$ cat src/rtl/midi_voice_controller.sv
// -----------------------------------------------------------------------------
// midi_voice_controller
//
// Purpose:
//   Turns the byte stream from a MIDI UART receiver into monophonic note/gate
//   control for a single synth voice. Handles running status, interleaved
//   real-time bytes, SysEx skipping and a channel filter. When a note-on
//   arrives while the gate is already high, the gate can be dropped for a
//   short programmable gap so that the voice envelope retriggers.
//
// Parameters:
//   CHANNEL        MIDI channel (0-15) accepted when OMNI = 0
//   OMNI           1 = act on channel messages from every channel
//   RETRIG_CYCLES  gate-low cycles inserted on a note-on while the gate is
//                  high (0 = legato, gate stays high)
//
// Ports:
//   clk         in   1  system clock
//   rst_n       in   1  asynchronous active-low reset
//   rx_data     in   8  received MIDI byte, qualified by rx_valid
//   rx_valid    in   1  one-cycle strobe per received byte
//   note        out  8  current note number (bit 7 always 0)
//   gate        out  1  note held (voice enable)
//   velocity    out  7  velocity of the last accepted note-on
//   note_event  out  1  one-cycle pulse per accepted note-on / note-off
// -----------------------------------------------------------------------------
module midi_voice_controller #(
    parameter logic [3:0]  CHANNEL       = 4'd0,
    parameter bit          OMNI          = 1'b0,
    parameter int unsigned RETRIG_CYCLES = 1
) (
    input  logic       clk,
    input  logic       rst_n,
    input  logic [7:0] rx_data,
    input  logic       rx_valid,
    output logic [7:0] note,
    output logic       gate,
    output logic [6:0] velocity,
    output logic       note_event
);

    // Counter just wide enough to hold RETRIG_CYCLES (at least one bit).
    localparam int unsigned       CNT_W       = (RETRIG_CYCLES > 1) ? $clog2(RETRIG_CYCLES + 1) : 1;
    localparam logic [CNT_W-1:0]  RETRIG_LOAD = CNT_W'(RETRIG_CYCLES);

    typedef enum logic [1:0] {
        ST_IDLE,     // no running status: data bytes dropped
        ST_WAIT_D1,  // running status valid, expecting first data byte
        ST_WAIT_D2,  // first data byte held, expecting second
        ST_SYSEX     // inside a system-exclusive dump
    } state_t;

    // -------------------------------------------------------------------------
    // Registers
    // -------------------------------------------------------------------------
    state_t           r_state;
    logic [7:0]       r_status;      // running status, 8'h00 = none
    logic [6:0]       r_d1;          // first data byte of a two-byte message
    logic [6:0]       r_note;
    logic             r_gate;
    logic [6:0]       r_velocity;
    logic             r_note_event;
    logic [CNT_W-1:0] r_retrig_cnt;  // remaining gate-low cycles of a retrigger gap

    // -------------------------------------------------------------------------
    // Byte classification
    // -------------------------------------------------------------------------
    logic w_is_realtime;     // 0xF8-0xFF
    logic w_is_syscommon;    // 0xF0-0xF7
    logic w_is_chan_status;  // 0x80-0xEF
    logic w_one_data;        // running status is 0xC_/0xD_ (single data byte)

    assign w_is_realtime    = (rx_data[7:3] == 5'b11111);
    assign w_is_syscommon   = (rx_data[7:3] == 5'b11110);
    assign w_is_chan_status = rx_data[7] && (rx_data[7:4] != 4'hF);
    assign w_one_data       = (r_status[7:5] == 3'b110);

    // -------------------------------------------------------------------------
    // Parser FSM: next state, running status and message completion
    // -------------------------------------------------------------------------
    state_t     w_state_nxt;
    logic [7:0] w_status_nxt;
    logic       w_d1_load;
    logic       w_msg_done;
    logic [6:0] w_msg_d1;
    logic [6:0] w_msg_d2;

    // NOTE: every signal driven here gets a default first, so no path can
    // leave one unassigned and infer a latch.
    always_comb begin
        w_state_nxt  = r_state;
        w_status_nxt = r_status;
        w_d1_load    = 1'b0;
        w_msg_done   = 1'b0;
        w_msg_d1     = r_d1;
        w_msg_d2     = 7'd0;

        // Real-time bytes fall through untouched: they may land anywhere,
        // even between the two data bytes of a message.
        if (rx_valid && !w_is_realtime) begin
            if (w_is_syscommon) begin
                w_status_nxt = 8'h00;
                w_state_nxt  = (rx_data == 8'hF0) ? ST_SYSEX : ST_IDLE;
            end else if (w_is_chan_status) begin
                // Also abandons any half-received message in WAIT_D2.
                w_status_nxt = rx_data;
                w_state_nxt  = ST_WAIT_D1;
            end else begin
                case (r_state)
                    ST_WAIT_D1: begin
                        w_d1_load = 1'b1;
                        if (w_one_data) begin
                            w_msg_done = 1'b1;
                            w_msg_d1   = rx_data[6:0];
                        end else begin
                            w_state_nxt = ST_WAIT_D2;
                        end
                    end
                    ST_WAIT_D2: begin
                        w_msg_done  = 1'b1;
                        w_msg_d2    = rx_data[6:0];
                        w_state_nxt = ST_WAIT_D1;  // running status
                    end
                    default: begin
                        // IDLE and SYSEX drop data bytes.
                    end
                endcase
            end
        end
    end

    // -------------------------------------------------------------------------
    // Message decode
    // -------------------------------------------------------------------------
    logic [3:0] w_cmd;
    logic       w_chan_ok;
    logic       w_note_on;
    logic       w_note_off;
    logic       w_all_off;
    logic       w_gap_active;

    assign w_cmd        = r_status[7:4];
    assign w_chan_ok    = OMNI || (r_status[3:0] == CHANNEL);
    assign w_note_on    = w_msg_done && w_chan_ok && (w_cmd == 4'h9) && (w_msg_d2 != 7'd0);
    assign w_note_off   = w_msg_done && w_chan_ok &&
                          ((w_cmd == 4'h8) || ((w_cmd == 4'h9) && (w_msg_d2 == 7'd0)));
    // Controller 123 = all notes off, 120 = all sound off.
    assign w_all_off    = w_msg_done && w_chan_ok && (w_cmd == 4'hB) &&
                          ((w_msg_d1 == 7'd123) || (w_msg_d1 == 7'd120));
    assign w_gap_active = (r_retrig_cnt != '0);

    // -------------------------------------------------------------------------
    // Voice control next-state
    // -------------------------------------------------------------------------
    logic [6:0]       w_note_nxt;
    logic             w_gate_nxt;
    logic [6:0]       w_vel_nxt;
    logic             w_event_nxt;
    logic [CNT_W-1:0] w_cnt_nxt;

    always_comb begin
        w_note_nxt  = r_note;
        w_gate_nxt  = r_gate;
        w_vel_nxt   = r_velocity;
        w_event_nxt = 1'b0;
        w_cnt_nxt   = r_retrig_cnt;

        // Retrigger gap countdown; gate comes back on the last step.
        if (w_gap_active) begin
            w_cnt_nxt = r_retrig_cnt - CNT_W'(1);
            if (r_retrig_cnt == CNT_W'(1)) begin
                w_gate_nxt = 1'b1;
            end
        end

        // Message actions override the countdown, so a note-off landing on
        // the expiry cycle keeps the gate low.
        if (w_note_on) begin
            w_note_nxt  = w_msg_d1;
            w_vel_nxt   = w_msg_d2;
            w_event_nxt = 1'b1;
            // A note-on inside a running gap counts as "gate high" and
            // restarts the gap.
            if ((r_gate || w_gap_active) && (RETRIG_CYCLES > 0)) begin
                w_gate_nxt = 1'b0;
                w_cnt_nxt  = RETRIG_LOAD;
            end else begin
                w_gate_nxt = 1'b1;
            end
        end else if (w_note_off) begin
            // Last-note priority: releasing an older key does nothing.
            if (w_msg_d1 == r_note) begin
                w_gate_nxt  = 1'b0;
                w_cnt_nxt   = '0;
                w_event_nxt = 1'b1;
            end
        end else if (w_all_off) begin
            w_gate_nxt = 1'b0;
            w_cnt_nxt  = '0;
        end
    end

    // -------------------------------------------------------------------------
    // State registers
    // -------------------------------------------------------------------------
    // NOTE: sequential state uses non-blocking assignments so every register
    // samples pre-edge values regardless of statement order.
    always_ff @(posedge clk or negedge rst_n) begin
        if (!rst_n) begin
            r_state  <= ST_IDLE;
            r_status <= 8'h00;
            r_d1     <= 7'd0;
        end else begin
            r_state  <= w_state_nxt;
            r_status <= w_status_nxt;
            if (w_d1_load) begin
                r_d1 <= rx_data[6:0];
            end
        end
    end

    always_ff @(posedge clk or negedge rst_n) begin
        if (!rst_n) begin
            r_note       <= 7'd0;
            r_gate       <= 1'b0;
            r_velocity   <= 7'd0;
            r_note_event <= 1'b0;
            r_retrig_cnt <= '0;
        end else begin
            r_note       <= w_note_nxt;
            r_gate       <= w_gate_nxt;
            r_velocity   <= w_vel_nxt;
            r_note_event <= w_event_nxt;
            r_retrig_cnt <= w_cnt_nxt;
        end
    end

    // -------------------------------------------------------------------------
    // Outputs (all straight from registers)
    // -------------------------------------------------------------------------
    assign note       = {1'b0, r_note};
    assign gate       = r_gate;
    assign velocity   = r_velocity;
    assign note_event = r_note_event;

endmodule

$ cat config.mk
export PLATFORM = sky130hd
export DESIGN_NAME = midi_voice_controller
export DESIGN_NICKNAME = d
export VERILOG_FILES = /design/src/rtl/midi_voice_controller.sv
export SDC_FILE = /design/constraint.sdc
export NUM_CORES = 1
export LEC_CHECK = 0
export CAP_MARGIN = 20
export CORE_UTILIZATION = 55
export DETAILED_ROUTE_END_ITERATION = 16
export PLACE_DENSITY = 0.82
export SLEW_MARGIN = 25
export SYNTH_ARGS = -nofsm -noshare
export SYNTH_HDL_FRONTEND = slang
export SYNTH_SLANG_ARGS = --single-unit
$ cat constraint.sdc
create_clock -name clk -period 4.2 [get_ports clk]
set_input_delay 0.63 -clock clk [delete_from_list [all_inputs] [get_ports clk]]
set_output_delay 0.63 -clock clk [all_outputs]
set_load 0.03 [all_outputs]
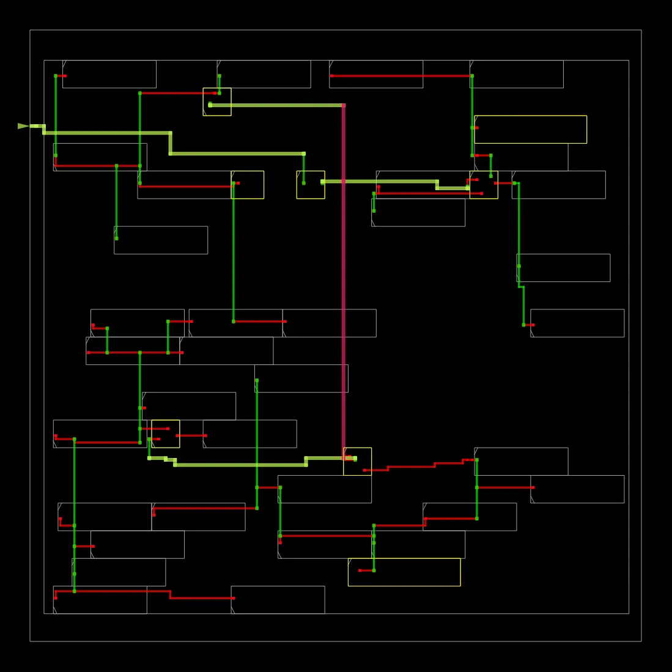
Fig. 1. Clock wiring as the flow saved it.
clock sink total: 34
clock buffers: 5
P_clk: 0.308 mW
FFs & Latches: 34
Num CTS Buffers: 5

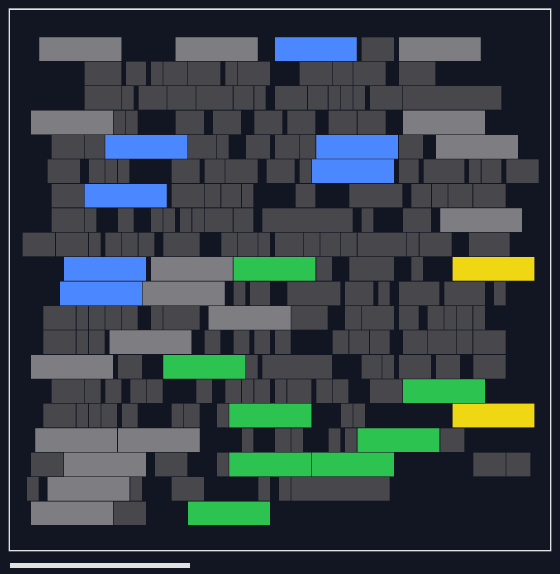
Fig. 2. Sequential cells colored by netlist name.
Scale bar: 20 µm.
name in the netlist	color	placed flops
`r_state`	yellow	2
`r_note`	blue	7
`r_status`	green	8
not colored	17
Seq group: 0.439 mW
flop share of the area: 0.3778

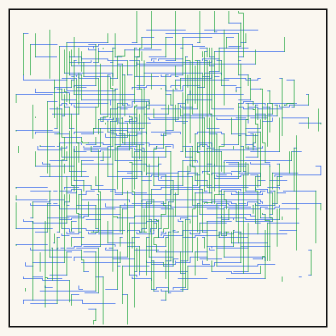
Fig. 3. Metal layers overlaid.
Two of the layers only.
layer	color	wire length
M1	blue	1900 µm
M2	green	2020 µm
routed vias: 1509
DR WL/cell: 15.76 µm
WL final: 4.176 mm

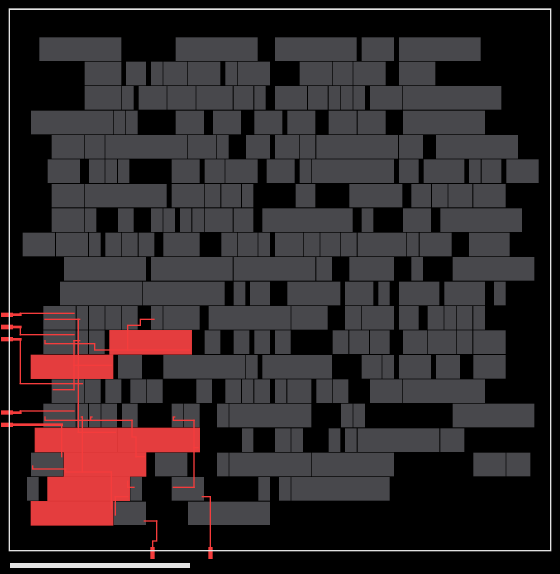
Fig. 4. Port wiring.
Scale bar: 20 µm.
port	color	bits	direction	edge	end cells	wire
`velocity`	red	7	output	5 left, 2 bottom	7	164 µm
IO Port Bufs: 26
IO Pins: 28

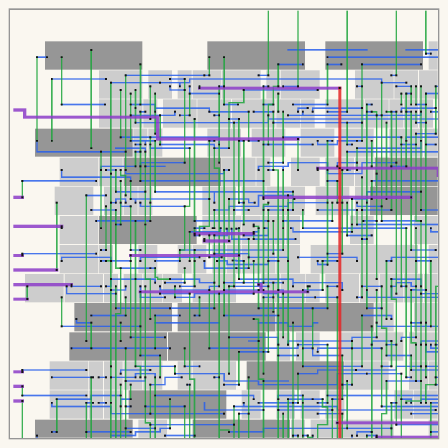
Fig. 5. Close-up of the layout.
Region (0, 20) to (40, 60) µm. Cells in gray, sequential cells in the stronger gray; small squares are vias.
layer	color
M1	blue
M4	red
M2	green
M3	purple
sequential cells in the window	17
cells with their middle in the window	118
most frequent	dfrtp_1 (17), clkdlybuf4s50_1 (12), nand2_1 (11)
netlist names of flops here include	`r_note` (7), `r_d1` (6), `r_status` (2)

==> CHANGELOG.md <==
### Implementation results

- Run status: completed
- Setup ws final: about 1.6 ns
- Critical-path cell list: clkdlybuf4s50_1, and2b_4, nand4b_2, nor3_4, nand3_1, o21ai_0
- Worst Hold Depth: 2
- Final Setup Violations: 0
- Syn_nets: ~200
- Seq/Total Area, Yosys: 0.4582
- Final Skew: around 0.012 ns
- GRT Total Usage: 0.2625
- Vias in the first global route: between 1000 and 1500
- R2R cell count: 7
- Pwr/cell area: about 450 nW/µm²
- Actual transition at the worst max-transition pin: roughly 0.9 ns
- Post-CTS setup buffer count: 0
- Worst Hold Class: reg2reg
- Wl on met1: around 1.9 mm
- Die Span Y: ~60 µm
- Die area: between 3000 and 4000 µm²
- Final Power: ~1 mW
- Worst setup SP type: primary input
- Reg-to-Reg Start: r_state[0]
- Post-route design area: 2252 µm²
- Inverters: 13
- Tool warnings: 27
- Overflow after GRT: 0
- Starting DRT DRC Count: 100
- Crit Path Class: in2reg
- Synth top area cells: dfrtp_1, nand2_1, nand3_1
- GP Congestion: just over 0.9
- Flops after synth: 34
- Setup WS pre-CTS: between 1 and 1.5 ns
- Critical Path Sink: velocity[0]
- Clock Path Buffers: 2
- Clock slew at reported path FFs: between 0.1 and 0.15 ns
- Crit path max fanout: 28
- Buffer share of cell area: 0.1189
- Ys cells: approximately 190
- Met3 wire len: 208 µm
- Most frequent logic cell in the layout: dfrtp_1
- Hold EP: r_status[4]
- Unrepaired setup endpoints after global routing: false
- Placed cell count: around 260
- Ant. Diodes: 0
- Yosys Warn Count: 0
- Critical Path Stages: 6
- CTS H-tree lvls: 2
- HP Start: r_status[4]
- Yosys stat area: between 1500 and 2000 µm²
- Syn Inst Count: between 150 and 200
-- cells by family after synthesis --
logic type / share of synthesized area
other: 0.002020
adders and majority gates: 0.01347
muxes: 0.03639
DFF: 0.4582
xor gates and xnor gates: 0.05189
buffers and inverters: 0.04447
AOI/OAI and AO/OA: 0.1456
and+or+nand+nor: 0.2480
-- where the power goes --
part           switching [mW]  internal (mW)  leakage, nW
Sequential             0.0583          0.381        0.403
Combinational           0.137          0.123        0.522
Clock                   0.122          0.186       0.0554
-- state kept, by name, indices dropped and copies added (netlist names) --
name / flops
r_status: 8
note_event: 1
r_retrig_cnt: 1
gate: 1
r_note: 7
velocity: 7
r_d1: 7
r_state: 2
Power and IR drop assume default switching activity.
